Design uart_rx, sky130hd; sources not shown.
Figure 1. Signal wires on met3.
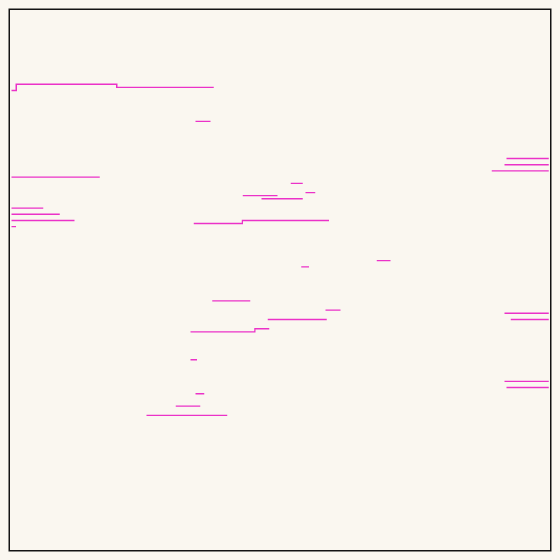
wire length on this layer: 287 um
longest straight run: 22.1 um
nets with wire on the layer: 22
main direction: horizontal
total via count after detailed routing: 2955
wirelength, routed: 9.13 mm
met3 track utilization from global routing: 0.0290

Figure 2. Metal 2.
Bar = 20 um.
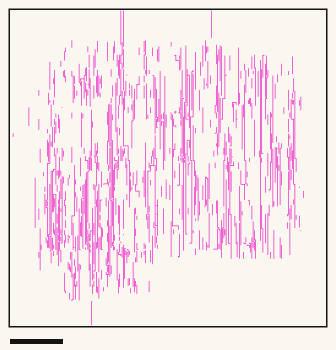
nets with wire on the layer: 345
share of all routed wire: 49%
wire length on this layer: 4520 um
met2 track demand over resource: 0.226

Figure 3. Wiring by layer.
Bar = 20 um. Only two layers are drawn.
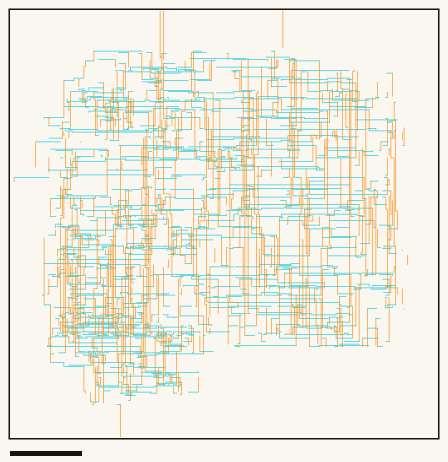
| colour | layer | wire length |
|---|---|---|
| cyan | met1 | 4220 um |
| orange | met2 | 4520 um |
GR Util All Layers: 0.133
wire length per cell: 16.9 um

Figure 4. PDN straps and rails.
Bar = 20 um. Pins as bars on the die edge.
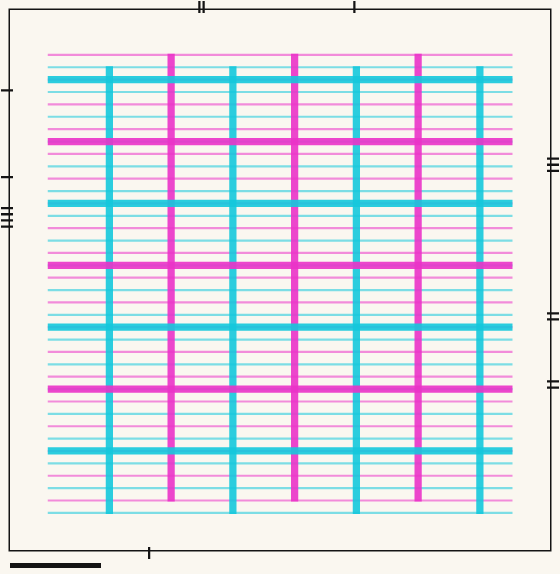
| colour | net |
|---|---|
| magenta | VDD |
| cyan | VSS |
signal pins: 17
met5 straps: 7
Chip Height: 119 um
highest ir drop seen on vdd: 252 uV
horizontal die size: 119 um
core area: 10300 sq um

==> datasheet_impl.txt <==
Implementation parameters

Parameter                              Value

Final timing
  Final Hold Vio Count    0
  Final hold slack    about 270 ps
  Worst-case setup margin in the final layout    1950 ps
  RSZ-0062 raised after global routing    no
  Transition at the pin with the smallest max-transition slack    approximately 1100 ps
  Total negative setup slack    0 ps

Layout
  Multi-input logic portion of the cell area    0.336
  Most frequent logic cell in the layout    sky130_fd_sc_hd__edfxtp_1
  Register fraction of the total cell area    0.547
  Most used cells in the layout excluding fill and tap cells    sky130_fd_sc_hd__edfxtp_1, sky130_fd_sc_hd__nor2_1, sky130_fd_sc_hd__dfxtp_1, sky130_fd_sc_hd__a21oi_1, sky130_fd_sc_hd__mux2i_1
  Filler instances    between 900 and 1000
  Layout area overhead    11.1%
  Number of nets in the layout    slightly above 400
  Util after Layout    0.513
  Number of inserted diodes    0

Route
  Total iterations of the first detailed-routing run    4
  Met1 WL    ~4.2 mm
  Total met3 wirelength after detailed routing    about 290 um
  Average vias per placed instance    around 5.5
  Detail Route met2 WL    between 4 and 5 mm
  Number of remaining DRC errors    0

Synthesis
  Share of flip-flops with an asynchronous set or reset    0
  Post-synthesis area per instance    roughly 12 sq um
  Commonest register cell after synthesis    sky130_fd_sc_hd__edfxtp_1
  Share of the yosys chip area belonging to registers    0.608
  Most frequent cell after synthesis    sky130_fd_sc_hd__edfxtp_1
  Number of synthesized flops with an enable pin    64
  Post-synthesis compound-gate area fraction    0.0715

Floorplan
  Tap Count    about 140
  Floorplan core density    0.462
  Total die area    between 10000 and 15000 sq um
  Number of top-level design ports    17
  Number of core rows    37

GRT
  Antenna violations before repair    0

Power
  Final Power    between 2 and 2.5 mW
  P_leak    ~1.7 nW

Placed design
  Worst slack after detailed placement    approximately 1800 ps
  Detailed placement HPWL    between 6 and 7 mm

Worst setup path
  Nature of the critical path startpoint    flop
  Library cell contributing the largest single delay on the critical path    sky130_fd_sc_hd__nor4_2
  Cell mode on critical path    sky130_fd_sc_hd__ha_1
  Top delay family on crit path    simple AND/OR/NAND/NOR gates

CTS
  Number of H-tree branching levels    3
  Root cell of the clock tree    sky130_fd_sc_hd__clkbuf_8
  Insertion delay to the later sink of the worst-skew pair    roughly 360 ps
  CTS buffer count    9
  Post-cts gate resize count    0
  Deepest clock path buffer count    2

Hold path
  Tightest Hold Check Type    flop to flop

Status
  Run status    finished clean
Power figures rest on the tool's default switching activity, not on a simulated workload.
